**src/rtl/operand_arbiter.sv**
```systemverilog
// Round-robin arbiter sharing one registered (a, b) operand path among N_REQ requesters.
// Optional grant/transfer trace printing is enabled by defining OPERAND_ARB_TRACE_EN.
module operand_arbiter #(
  parameter int unsigned N_REQ  = 4,
  parameter int unsigned DATA_W = 8
) (
  input  logic                       clk,
  input  logic                       rst_n,
  input  logic [N_REQ-1:0]           req_i,
  input  logic [N_REQ*DATA_W-1:0]    a_i,
  input  logic [N_REQ*DATA_W-1:0]    b_i,
  output logic [N_REQ-1:0]           gnt_o,
  output logic [DATA_W-1:0]          a_o,
  output logic [DATA_W-1:0]          b_o,
  output logic [$clog2(N_REQ)-1:0]   src_o,
  output logic                       valid_o,
  input  logic                       ready_i,
  output logic [15:0]                xfer_cnt_o
);

  localparam int unsigned SRC_W = $clog2(N_REQ);
  localparam int unsigned CNT_W = 16;

  logic [SRC_W-1:0]  r_ptr;
  logic [DATA_W-1:0] r_a;
  logic [DATA_W-1:0] r_b;
  logic [SRC_W-1:0]  r_src;
  logic              r_valid;
  logic [CNT_W-1:0]  r_xfer_cnt;

  logic              w_load_en;
  logic              w_any_req;
  logic              w_grant;
  logic [SRC_W-1:0]  w_winner;
  logic [DATA_W-1:0] w_a;
  logic [DATA_W-1:0] w_b;

  // First requester found scanning upward from ptr, wrapping modulo N_REQ.
  function automatic logic [SRC_W-1:0] rr_pick(input logic [N_REQ-1:0] req,
                                               input logic [SRC_W-1:0] ptr);
    logic [SRC_W-1:0] win;
    logic             found;
    int unsigned      idx;
    win   = '0;
    found = 1'b0;
    for (int unsigned i = 0; i < N_REQ; i++) begin
      idx = (32'(ptr) + i) % N_REQ;
      if (!found && req[SRC_W'(idx)]) begin
        win   = SRC_W'(idx);
        found = 1'b1;
      end
    end
    return win;
  endfunction

  assign w_load_en = !r_valid || ready_i;
  assign w_any_req = |req_i;
  assign w_grant   = rst_n && w_load_en && w_any_req;
  assign w_winner  = rr_pick(req_i, r_ptr);
  assign gnt_o     = w_grant ? (N_REQ'(1) << w_winner) : '0;

  always_comb begin
    w_a = '0;
    w_b = '0;
    for (int unsigned k = 0; k < N_REQ; k++) begin
      if (w_winner == SRC_W'(k)) begin
        w_a = a_i[k*DATA_W +: DATA_W];
        w_b = b_i[k*DATA_W +: DATA_W];
      end
    end
  end

  // Output register: replaced on grant, emptied when drained with nothing to load.
  always_ff @(posedge clk or negedge rst_n) begin
    if (!rst_n) begin
      r_ptr      <= '0;
      r_a        <= '0;
      r_b        <= '0;
      r_src      <= '0;
      r_valid    <= 1'b0;
      r_xfer_cnt <= '0;
    end else begin
      if (w_load_en) begin
        if (w_any_req) begin
          r_a     <= w_a;
          r_b     <= w_b;
          r_src   <= w_winner;
          r_valid <= 1'b1;
          r_ptr   <= (w_winner == SRC_W'(N_REQ - 1)) ? '0 : w_winner + SRC_W'(1);
        end else begin
          r_valid <= 1'b0;
        end
      end
      if (r_valid && ready_i) begin
        r_xfer_cnt <= r_xfer_cnt + CNT_W'(1);
      end
    end
  end

`ifdef OPERAND_ARB_TRACE_EN
  always_ff @(posedge clk) begin
    if (rst_n) begin
      if (w_grant) begin
        $display("arb gnt src: %d, a: %d, b: %d", w_winner, w_a, w_b);
      end
      if (r_valid && ready_i) begin
        $display("arb xfer cnt: %d", r_xfer_cnt + CNT_W'(1));
      end
    end
  end
`else
  // Silent build: no trace output.
`endif

  assign a_o        = r_a;
  assign b_o        = r_b;
  assign src_o      = r_src;
  assign valid_o    = r_valid;
  assign xfer_cnt_o = r_xfer_cnt;

endmodule

```
**config.mk**
```make
export PLATFORM = sky130hd
export DESIGN_NAME = operand_arbiter
export DESIGN_NICKNAME = d
export VERILOG_FILES = /design/src/rtl/operand_arbiter.sv
export SDC_FILE = /design/constraint.sdc
export NUM_CORES = 1
export LEC_CHECK = 0
export ABC_AREA = 0
export CORE_MARGIN = 5
export CORE_UTILIZATION = 36
export CTS_BUF_LIST = sky130_fd_sc_hd__clkbuf_16
export DETAILED_ROUTE_END_ITERATION = 8
export PLACE_DENSITY = 0.83
export SLEW_MARGIN = 25
export SYNTH_ARGS = -nofsm -noshare
export SYNTH_HDL_FRONTEND = slang
export SYNTH_SLANG_ARGS = --single-unit
export TNS_END_PERCENT = 100
```
**constraint.sdc**
```tcl
create_clock -name clk -period 2.2 [get_ports clk]
set_input_delay 0.22 -clock clk [delete_from_list [all_inputs] [get_ports clk]]
set_output_delay 0.22 -clock clk [all_outputs]
set_load 0.03 [all_outputs]
```
Figure 1. Clock network drawn from the DEF (run 1).
Scale: 6 px per µm.
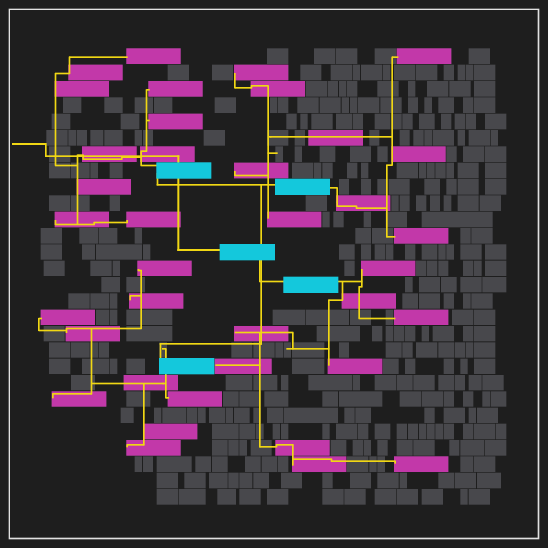
Key: cyan = cells driving clock nets [count 5]; magenta = flip-flops [count 37]; yellow = clock wires [length 529 µm]
Position of the flops: spread over the die.

Figure 2. Local utilization (run 1).
Scale: 3 px per µm. 9 x 9 tiles, from black (low) to pale yellow (high), 0 to 100% covered.
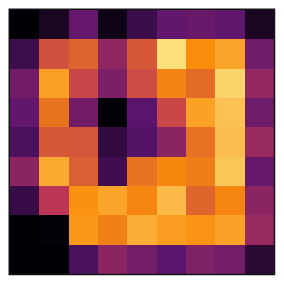
The fullest tile reaches 93%. The mean over all tiles is 47%. The emptiest ninth of the die: lower left.

Figure 3. Clock nets (run 1).
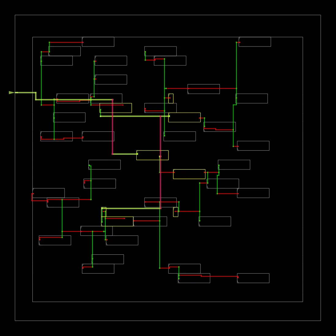
CTS Buf Count: 5
total of clock buffers placed in the layout: 5
latest clock arrival within the worst-skew pair: 0.27 ns

==> qor_table.md, run 1 <==
| Quantity | Reported |
|---|---|
| Top post-synthesis cells by count | sky130_fd_sc_hd__a21oi_1 (52), sky130_fd_sc_hd__dfrtp_1 (37), sky130_fd_sc_hd__inv_1 (23), sky130_fd_sc_hd__nand2_1 (23), sky130_fd_sc_hd__nor2_1 (22) |
| Post-Syn Instances | 256 |
| FILL cells | 492 |
| Non-clock buffer count in the final layout | 129 |
| Tap cell count | 75 |
| Fraction of the yosys area taken by sequential cells | 42.3% |
| Clock tree buffer depth | 2 |
| Biggest area consumer among synthesized cells | sky130_fd_sc_hd__dfrtp_1 |
| Category of the worst setup path launch point | register |
| Wire length on met1 | 3.04 mm |
| Cell area after technology mapping | 2190 µm² |
| Top cell excl fill/tap | sky130_fd_sc_hd__clkdlybuf4s50_1 |
| Clock Skews | 0.00307 ns |
| Comb gate area | 1140 µm² |
| Combinational logic power | 2120 µW |
| Worst setup path startpoint | r_ptr[1] |
| Switching share of total power | 40.4% |
| # IOs | 110 |
| Largest vdd supply drop | 0.000704 V |
| Slew Viols, Final | 0 |
| Standard cell core area | 5920 µm² |
| Count of unique library cells instantiated by Yosys | 29 |
| Top layer used by detailed routing | met4 |
| Non-Clock Buffer Area Fraction | 35.6% |
| Post-Layout Inst Area | 3690 µm² |
| Clk root buf | sky130_fd_sc_hd__clkbuf_16 |
| Total iterations of the first detailed-routing run | 5 |
| Max cap viols | 0 |
| Area fraction in full adders, half adders and majority gates | 2.86% |
| Yosys top cell area share | 42.3% |
| Dominant kind of cell by area | non-clock buffers |
| Vertical extent of the die | 87.9 µm |
| Seq. pwr | 1080 µW |
| DRC violation total after the first TritonRoute iteration | 92 |
| EDFF count, synth | 0 |
| Global-route wire length before repair | 11.2 mm |
| Largest net degree at the start of global routing | 38 |
| Critical path capture point type | primary output |
| Fraction of area in registers | 25.1% |
| Vias in the first global route | 2338 |
| Total vias in the final route | 2293 |
| Number of buffers inserted to repair setup after CTS | 2 |
| Mean routed wirelength per cell | 15.8 µm |
| Remaining Overflow, GRT | 0 |
| Number of I/O port buffers | 109 |
| Share of total power in sequential cells | 28.0% |
| Net switching power | 1560 µW |
| Most frequently placed logic cells in the final layout | sky130_fd_sc_hd__clkdlybuf4s50_1 (102), sky130_fd_sc_hd__a21oi_1 (51), sky130_fd_sc_hd__dfrtp_1 (36), sky130_fd_sc_hd__inv_1 (26), sky130_fd_sc_hd__nand2_1 (23) |
| Placed instance area | 3450 µm² |
| Yosys cell count | 256 |
| Result of the run | finished, final reports clean |
| Xor/xnor cell area share of the yosys netlist | 6.01% |
| Register clock-pin slew on the reported worst setup and hold paths | 0.06 ns |
| Portion of the clock cycle consumed by the worst path in the final layout | 98.5% |
| Cell Int Power | 2300 µW |
| Hold crit path type | input port to asynchronous set/reset pin |
| Ys async rst share | 100% |
| Die area | 7730 µm² |
| Grt met2 use | 31.4% |
| All-layer global routing usage | 18.4% |
| LEAKAGE | 0.00160 µW |
| X dimension of the die | 87.9 µm |
| DRC | 0 |
| Flop count | 37 |
| Global-route layer with the greatest usage | met2 |
| Critical path capture point | gnt_o[2] |
| Sequential standard cell area | 927 µm² |
| Final nets | 451 |
| Cells on worst reg2reg path | 10 |
| And+or+nand+nor area frac | 16.1% |
| Clock period minus worst slack | 2.17 ns |
| # hold bufs at CTS | 0 |
| Initial Util | 36.9% |
| Worst endpoint data arrival time | 1.95 ns |
| Reg2Reg Launch Point | r_ptr[1] |
| Multi-input gate share of total cell area | 30.8% |
| Post-Syn Nets | 332 |
| Routability congestion estimate | 0.833 |
| Power density normalized to cell area | 1050 nW/µm² |
| Required @ worst endpoint | 1.98 ns |
| Yosys Chip Area | 2190 µm² |
| Tool Warnings | 31 |
| Total setup violations reported at the end of the flow | 0 |
| Synth flops | 37 |
| Clock network contribution to total cell area | 3.69% |
| Layout inverter count without the clock tree | 23 |
| Area growth from synthesis to layout | 68.9% |
| Main power-consuming group | combinational logic |
| Primary flip-flop cell chosen by synthesis mapping | sky130_fd_sc_hd__dfrtp_1 |
| Global-route met3 utilization | 4.80% |
| CP Class | register to primary output |
| Met2 Wirelength | 3.30 mm |
| Residual antenna-violating net count after detailed routing | 0 |
| H-Tree Depth | 2 |
| Comb pwr share | 54.8% |
| Clock group share of total power | 17.2% |
| Total Power Consumption | 3870 µW |
| Average via count per standard cell | 5.08 |
| Hold violation count in the final report | 0 |
| HPWL after DPL | 5.19 mm |
| Combinational Gates | 179 |
| Count of instances resized after the clock tree is built | 10 |
| TritonCTS clock tree | done |
| Aoi/oai-family share of the synthesized area | 22.3% |
| Least-Margin Pin Slew | 0.493 ns |
| Setup TNS | 0 ns |
| Fraction of final layout cells sized beyond drive strength 1 | 13.3% |
| Most common cell in the netlist | sky130_fd_sc_hd__a21oi_1 |
| Number of antenna violations at the first check in global routing | 0 |
| Reg-to-Reg End | a_o[0] |
| Post-synth area hogs | sky130_fd_sc_hd__dfrtp_1 (42%), sky130_fd_sc_hd__a21oi_1 (12%), sky130_fd_sc_hd__a22oi_1 (5.5%) |
| Yosys warnings | 0 |
run 1: worst max-delay path: stages, from the launching register on:
cell and delay [ns]:
sky130_fd_sc_hd__dfrtp_2 0.44, sky130_fd_sc_hd__a21oi_1 0.18, sky130_fd_sc_hd__o21a_1 0.14, sky130_fd_sc_hd__o22ai_2 0.09, sky130_fd_sc_hd__inv_1 0.10, sky130_fd_sc_hd__ha_2 0.20
sky130_fd_sc_hd__buf_12 0.18, sky130_fd_sc_hd__and3_1 0.17, sky130_fd_sc_hd__buf_4 0.16
run 1: stage by stage:
stage	instances	hold slack, ns	worst slack (ns)
global route	451	0.126	-0.0454
CTS	450	0.0791	-0.0117
floorplan	256	-0.0756	0.0119
global placement	439	0.357	-0.0951
finish	451	0.0716	0.0334
detailed placement	439	0.377	-0.223
==> run 2: changes to the inputs <==
--- a/config.mk
+++ b/config.mk
@@ -7,10 +7,10 @@
 export LEC_CHECK = 0
 export ABC_AREA = 0
 export CORE_MARGIN = 5
-export CORE_UTILIZATION = 36
+export CORE_UTILIZATION = 40
 export CTS_BUF_LIST = sky130_fd_sc_hd__clkbuf_16
 export DETAILED_ROUTE_END_ITERATION = 8
-export PLACE_DENSITY = 0.83
+export PLACE_DENSITY = 0.87
 export SLEW_MARGIN = 25
 export SYNTH_ARGS = -nofsm -noshare
 export SYNTH_HDL_FRONTEND = slang
==> constraint.sdc (replaced) <==
create_clock -name clk -period 2.4 [get_ports clk]
set_input_delay 0.24 -clock clk [delete_from_list [all_inputs] [get_ports clk]]
set_output_delay 0.24 -clock clk [all_outputs]
set_load 0.03 [all_outputs]
Figure 4. Cells colored by class (run 2).
Scale: 4 px per µm. Fill, decap, tap and diode cells in gray.
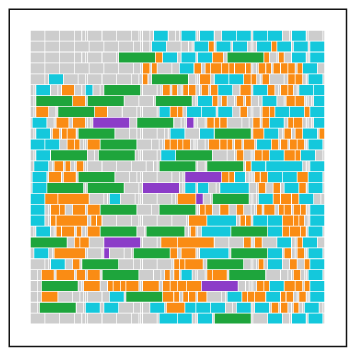
Key: purple = clock drivers and dummy loads [cells 8]; cyan = other buffers and delay cells [cells 121]; green = flip-flops [cells 37]; orange = all other logic [cells 202]

==> qor_table.md, run 2 <==
| Quantity | Reported |
|---|---|
| Result of the run | finished, final reports clean |
| Slowest CP cell | sky130_fd_sc_hd__clkdlybuf4s50_1 |
| Latest clock arrival within the worst-skew pair | 0.28 ns |
| Average via count per standard cell | 5.05 |
| Share of total power in sequential cells | 28.6% |
| DRC violation total after the first TritonRoute iteration | 93 |
| Total setup violations reported at the end of the flow | 0 |
| Top post-synthesis cells by count | sky130_fd_sc_hd__a21oi_1 (52), sky130_fd_sc_hd__dfrtp_1 (37), sky130_fd_sc_hd__inv_1 (23), sky130_fd_sc_hd__nand2_1 (23), sky130_fd_sc_hd__nor2_1 (22) |
| Seq. pwr | 990 µW |
| LEAKAGE | 0.00155 µW |
| Total Power Consumption | 3460 µW |
| Comb gate area | 1110 µm² |
| Area growth from synthesis to layout | 64.0% |
| Net switching power | 1420 µW |
| H-Tree Depth | 2 |
| Power density normalized to cell area | 965 nW/µm² |
| Slew HR | 65.6% |
| Global-route layer with the greatest usage | met2 |
| Fraction of final layout cells sized beyond drive strength 1 | 9.78% |
| Most frequently placed logic cells in the final layout | sky130_fd_sc_hd__clkdlybuf4s50_1 (103), sky130_fd_sc_hd__a21oi_1 (52), sky130_fd_sc_hd__dfrtp_1 (36), sky130_fd_sc_hd__inv_1 (24), sky130_fd_sc_hd__nand2_1 (23) |
| Clock Skews | 0.00319 ns |
| Number of gates on the worst path with buffers counted | 9 |
| Largest stage delay on the critical path | 0.54 ns |
| Combinational logic power | 1860 µW |
| Wire length on met1 | 3.01 mm |
| Top layer used by detailed routing | met4 |
| Main power-consuming group | combinational logic |
| CP Class | input port to primary output |
| Cell Int Power | 2050 µW |
| Least-Margin Pin Slew | 0.516 ns |
| Die area | 7050 µm² |
| Biggest area consumer among synthesized cells | sky130_fd_sc_hd__dfrtp_1 |
| # hold bufs at CTS | 1 |
| Slew Viols, Final | 0 |
| Post-route worst hold slack | 0.338 ns |
| Total vias in the final route | 2220 |
| Placed instance area | 3390 µm² |
| Top cell excl fill/tap | sky130_fd_sc_hd__clkdlybuf4s50_1 |
| Clock period minus worst slack | 2.26 ns |
| Fraction of the yosys area taken by sequential cells | 42.3% |
| Max cap viols | 0 |
| Synth flops | 37 |
| Count of instances resized after the clock tree is built | 0 |
| Critical path capture point | gnt_o[0] |
| Cell Count, Final, Fillers Out | 440 |
| Yosys warnings | 0 |
| CTS Buf Count | 5 |
| Reg2Reg Launch Point | r_ptr[1] |
| Number of cells in the design after placement | 430 |
| Post-Layout Inst Area | 3590 µm² |
| Clock group share of total power | 17.7% |
| Clk root buf | sky130_fd_sc_hd__clkbuf_16 |
| EDFF count, synth | 0 |
| Cell mode on critical path | sky130_fd_sc_hd__buf_4 |
| Sequential standard cell area | 927 µm² |
| Crit path max-delay family | buffers and inverters |
| Primary flip-flop cell chosen by synthesis mapping | sky130_fd_sc_hd__dfrtp_1 |
| Setup TNS | 0 ns |
| Standard cell core area | 5410 µm² |
| Largest net degree at the start of global routing | 34 |
| # IOs | 110 |
| Required @ worst endpoint | 2.16 ns |
| Number of I/O port buffers | 109 |
| Switching share of total power | 40.9% |
| Total iterations of the first detailed-routing run | 4 |
| X dimension of the die | 83.9 µm |
| Sequence of cells on the critical path | clkdlybuf4s50_1 > a21oi_1 > o21a_1 > o22ai_1 > buf_4 > ha_1 > buf_12 > and3_1 > buf_4 |
| Hold crit path type | input port to register |
| Register clock-pin slew on the reported worst setup and hold paths | 0.05 ns |
| Reg-to-Reg End | b_o[7] |
| Yosys Chip Area | 2190 µm² |
| Critical path capture point type | primary output |
| Ys async rst share | 100% |
| Grt met2 use | 31.7% |
| Post-synth area hogs | sky130_fd_sc_hd__dfrtp_1 (42%), sky130_fd_sc_hd__a21oi_1 (12%), sky130_fd_sc_hd__a22oi_1 (5.5%) |
| Remaining Overflow, GRT | 0 |
| Cells on worst reg2reg path | 10 |
| Cell area after technology mapping | 2190 µm² |
| Mean routed wirelength per cell | 15.1 µm |
| Yosys top cell area share | 42.3% |
| Post-layout worst setup margin | 0.144 ns |
| Clock tree buffer depth | 2 |
| Worst setup path startpoint | req_i[1] |
| Worst path bufs/invs | 4 |
| TritonCTS clock tree | done |
| Number of buffers inserted to repair setup after CTS | 0 |
| Residual antenna-violating net count after detailed routing | 0 |
| Yosys cell count | 256 |
| Vertical extent of the die | 83.9 µm |
| Category of the worst setup path launch point | input port |
| Number of antenna violations at the first check in global routing | 0 |
| Tool Warnings | 29 |
| Count of unique library cells instantiated by Yosys | 29 |
| FILL cells | 453 |
| Worst setup slack after placement | -0.0250 ns |
| Global-route wire length before repair | 11.5 mm |
| Comb pwr share | 53.7% |
| Vias in the first global route | 2272 |
| Final nets | 443 |
| Most common cell in the netlist | sky130_fd_sc_hd__a21oi_1 |
| Worst endpoint data arrival time | 2.02 ns |
| Clock sink count | 37 |
| HPWL after DPL | 5.06 mm |
| Routability congestion estimate | 0.892 |
| Post-Syn Instances | 256 |
Figure 5. Zoomed window (run 2).
Region (29, 29) to (54, 54) µm. Cells in gray, sequential cells in the stronger gray; small squares are vias.
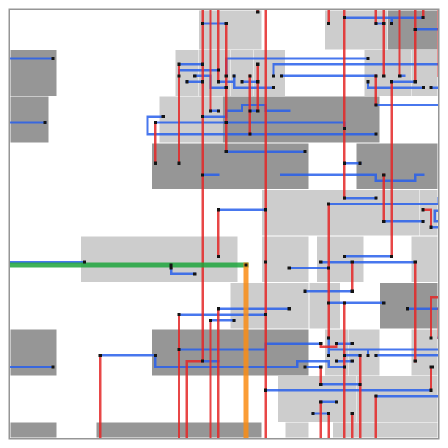
Key: green = met3; blue = met1; red = met2; orange = met4
Sequential cells in the window: 4. Most frequent: a21oi_1 (5), dfrtp_1 (4). 25 logic cells have their middle in the window. Netlist names of flops here include a_o (2), b_o (2).

-- run 2: cell families (layout without fill, tap and decap cells) --
| kind of cell | after synthesis | in the layout | synth area share (%) |
|---|---|---|---|
| simple gates | 66 | 66 | 16.1 |
| fa+ha+maj | 5 | 5 | 2.86 |
| buf+inv | 40 | 152 | 7.89 |
| compound gates | 88 | 88 | 22.3 |
| flops | 37 | 37 | 42.3 |
| xor+xnor | 15 | 15 | 6.01 |
| mux | 5 | 5 | 2.46 |
-- run 2: final cells by class --
| cell class | instances | area share (%) |
|---|---|---|
| tap | 72 | 2.51 |
| sequential | 37 | 25.8 |
| clock buffer | 5 | 3.49 |
| clock inverter | 3 | 0.384 |
| inverter | 23 | 2.41 |
| timing repair buffer | 121 | 34.5 |
| multi-input combinational | 179 | 30.8 |
==> run 3: changes to the inputs <==
--- a/config.mk
+++ b/config.mk
@@ -10,7 +10,7 @@
 export CORE_UTILIZATION = 40
 export CTS_BUF_LIST = sky130_fd_sc_hd__clkbuf_16
 export DETAILED_ROUTE_END_ITERATION = 8
-export PLACE_DENSITY = 0.87
+export PLACE_DENSITY = 0.76
 export SLEW_MARGIN = 25
 export SYNTH_ARGS = -nofsm -noshare
 export SYNTH_HDL_FRONTEND = slang
Figure 6. Zoomed window (run 3).
Region (29, 29) to (54, 54) µm. Cells in gray, sequential cells in the stronger gray; small squares are vias.
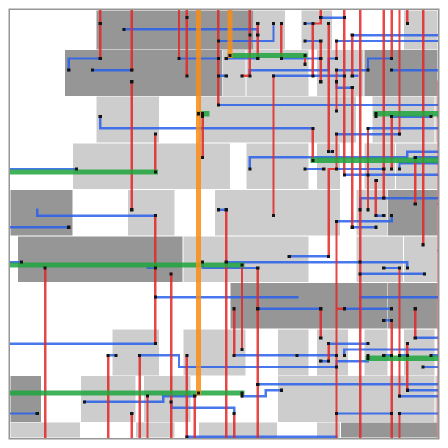
Key: green = met3; orange = met4; blue = met1; red = met2
Sequential cells in the window: 4. Most frequent: clkdlybuf4s50_1 (7), a21oi_1 (5), buf_4 (4). 33 logic cells have their middle in the window. Netlist names of flops here include b_o (2).

==> qor_table.md, run 3 <==
| Quantity | Reported |
|---|---|
| Wire length on met1 | 3.07 mm |
| Top layer used by detailed routing | met4 |
| Clock tree buffer depth | 2 |
| Global-route layer with the greatest usage | met2 |
| Tool Warnings | 29 |
| Number of buffers inserted to repair setup after CTS | 0 |
| Crit path max-delay family | buffers and inverters |
| Dominant kind of cell by area | non-clock buffers |
| Fraction of final layout cells sized beyond drive strength 1 | 10.1% |
| Clock group share of total power | 17.6% |
| Yosys cell count | 256 |
| CP Class | register to primary output |
| Count of instances resized after the clock tree is built | 1 |
| Routability congestion estimate | 0.848 |
| Critical path capture point type | primary output |
| Grt met2 use | 29.6% |
| Sequential standard cell area | 927 µm² |
| Yosys Chip Area | 2190 µm² |
| Required @ worst endpoint | 2.16 ns |
| DRC | 0 |
| Least-Margin Pin Slew | 0.514 ns |
| Standard cell core area | 5410 µm² |
| Combinational Gates | 179 |
| DRC violation total after the first TritonRoute iteration | 195 |
| Net switching power | 1420 µW |
| Placed instance area | 3390 µm² |
| Post-Syn Nets | 332 |
| Clk root buf | sky130_fd_sc_hd__clkbuf_16 |
| Post-route worst hold slack | 0.332 ns |
| Total vias in the final route | 2235 |
| Largest net degree at the start of global routing | 34 |
| Aoi/oai-family share of the synthesized area | 22.3% |
| Combinational logic power | 1860 µW |
| Clock Skews | 0.00352 ns |
| Cell mode on critical path | sky130_fd_sc_hd__buf_4 |
| Number of antenna violations at the first check in global routing | 0 |
| H-Tree Depth | 2 |
| Multi-input gate share of total cell area | 31.0% |
| Most common cell in the netlist | sky130_fd_sc_hd__a21oi_1 |
| Max cap viols | 0 |
| # hold bufs at CTS | 1 |
| Fraction of the yosys area taken by sequential cells | 42.3% |
| Comb pwr share | 53.7% |
| Biggest area consumer among synthesized cells | sky130_fd_sc_hd__dfrtp_1 |
| Non-clock buffer count in the final layout | 121 |
| All-layer global routing usage | 19.8% |
| Number of I/O port buffers | 109 |
| Area growth from synthesis to layout | 64.2% |
| TritonCTS clock tree | done |
| Result of the run | finished, final reports clean |
| Top post-synthesis cells by count | sky130_fd_sc_hd__a21oi_1 (52), sky130_fd_sc_hd__dfrtp_1 (37), sky130_fd_sc_hd__inv_1 (23), sky130_fd_sc_hd__nand2_1 (23), sky130_fd_sc_hd__nor2_1 (22) |
| Cell Int Power | 2050 µW |
| And+or+nand+nor area frac | 16.1% |
| Top cell excl fill/tap | sky130_fd_sc_hd__clkdlybuf4s50_1 |
| Vertical extent of the die | 83.9 µm |
| Sequence of cells on the critical path | mux2i_1 > nor2_1 > nor3_2 > buf_4 > ha_4 > buf_12 > and3_1 > buf_4 |
| Total of clock buffers placed in the layout | 5 |
| Total setup violations reported at the end of the flow | 0 |
| Portion of the clock cycle consumed by the worst path in the final layout | 92.6% |
| Worst endpoint data arrival time | 1.98 ns |
| Area fraction in full adders, half adders and majority gates | 2.86% |
| Primary flip-flop cell chosen by synthesis mapping | sky130_fd_sc_hd__dfrtp_1 |
| Multiplexer share of the synthesized area | 2.46% |
| HPWL after DPL | 5.11 mm |
| Non-Clock Buffer Area Fraction | 34.4% |
| Post-Syn Instances | 256 |
| Largest stage delay on the critical path | 0.42 ns |
| Latest clock arrival within the worst-skew pair | 0.27 ns |
| Flop count | 37 |
| Main power-consuming group | combinational logic |
| X dimension of the die | 83.9 µm |
| Worst path bufs/invs | 3 |
| Yosys top cell area share | 42.3% |
| Category of the worst setup path launch point | register |
| Ys async rst share | 100% |
| CTS Buf Count | 5 |
| Global-route wire length before repair | 11.4 mm |
| Post-Layout Inst Area | 3590 µm² |
| LEAKAGE | 0.00155 µW |
| # IOs | 110 |
| Largest vdd supply drop | 0.000594 V |
| Mean routed wirelength per cell | 15.4 µm |
| Residual antenna-violating net count after detailed routing | 0 |
| Hold crit path type | input port to register |
| Fraction of area in registers | 25.8% |
| Worst setup slack after placement | -0.0328 ns |
| Combinational family with the most area after synthesis | AND-OR/OR-AND gates |
| Switching share of total power | 40.9% |
| Post-synth area hogs | sky130_fd_sc_hd__dfrtp_1 (42%), sky130_fd_sc_hd__a21oi_1 (12%), sky130_fd_sc_hd__a22oi_1 (5.5%) |
| Seq. pwr | 996 µW |
| Number of cells in the design after placement | 430 |
| Register clock-pin slew on the reported worst setup and hold paths | 0.05 ns |
| Average via count per standard cell | 5.08 |
| Total iterations of the first detailed-routing run | 4 |
| Tap cell count | 72 |
| Clock period minus worst slack | 2.22 ns |
| Count of unique library cells instantiated by Yosys | 29 |
| Comb gate area | 1110 µm² |
| Synth flops | 37 |
| Share of total power in sequential cells | 28.8% |
| FILL cells | 457 |
Figure 7. Local utilization (run 3).
Scale: 3 px per µm. 8 x 8 tiles, from black (low) to pale yellow (high), 0 to 100% covered.
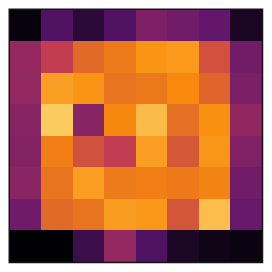
Initial Util: 40.5%
final core area utilization: 66.5%

==> run 3: cell types whose count changed in the layout (fill, tap and decap cells not counted), sizes merged <==
cell           delta
dlygate4sd2       +1
clkdlybuf4s50     -1
==> run 3: worst paths after layout <==
| check | startpoint | depth (start not counted) | to | slack (ns) |
|---|---|---|---|---|
| min in group asynchronous | rst_n | 2 | b_o[3] | 0.36 |
| max in group asynchronous | rst_n | 3 | r_ptr[1] | 1.39 |
| max | r_ptr[1] | 8 | gnt_o[1] | 0.18 |
| max reg2reg | r_ptr[1] | 10 | a_o[3] | 0.38 |
| min reg2reg | xfer_cnt_o[15] | 1 | xfer_cnt_o[15] | 0.49 |
| min | req_i[1] | 3 | valid_o | 0.33 |
Power and IR drop assume default switching activity.
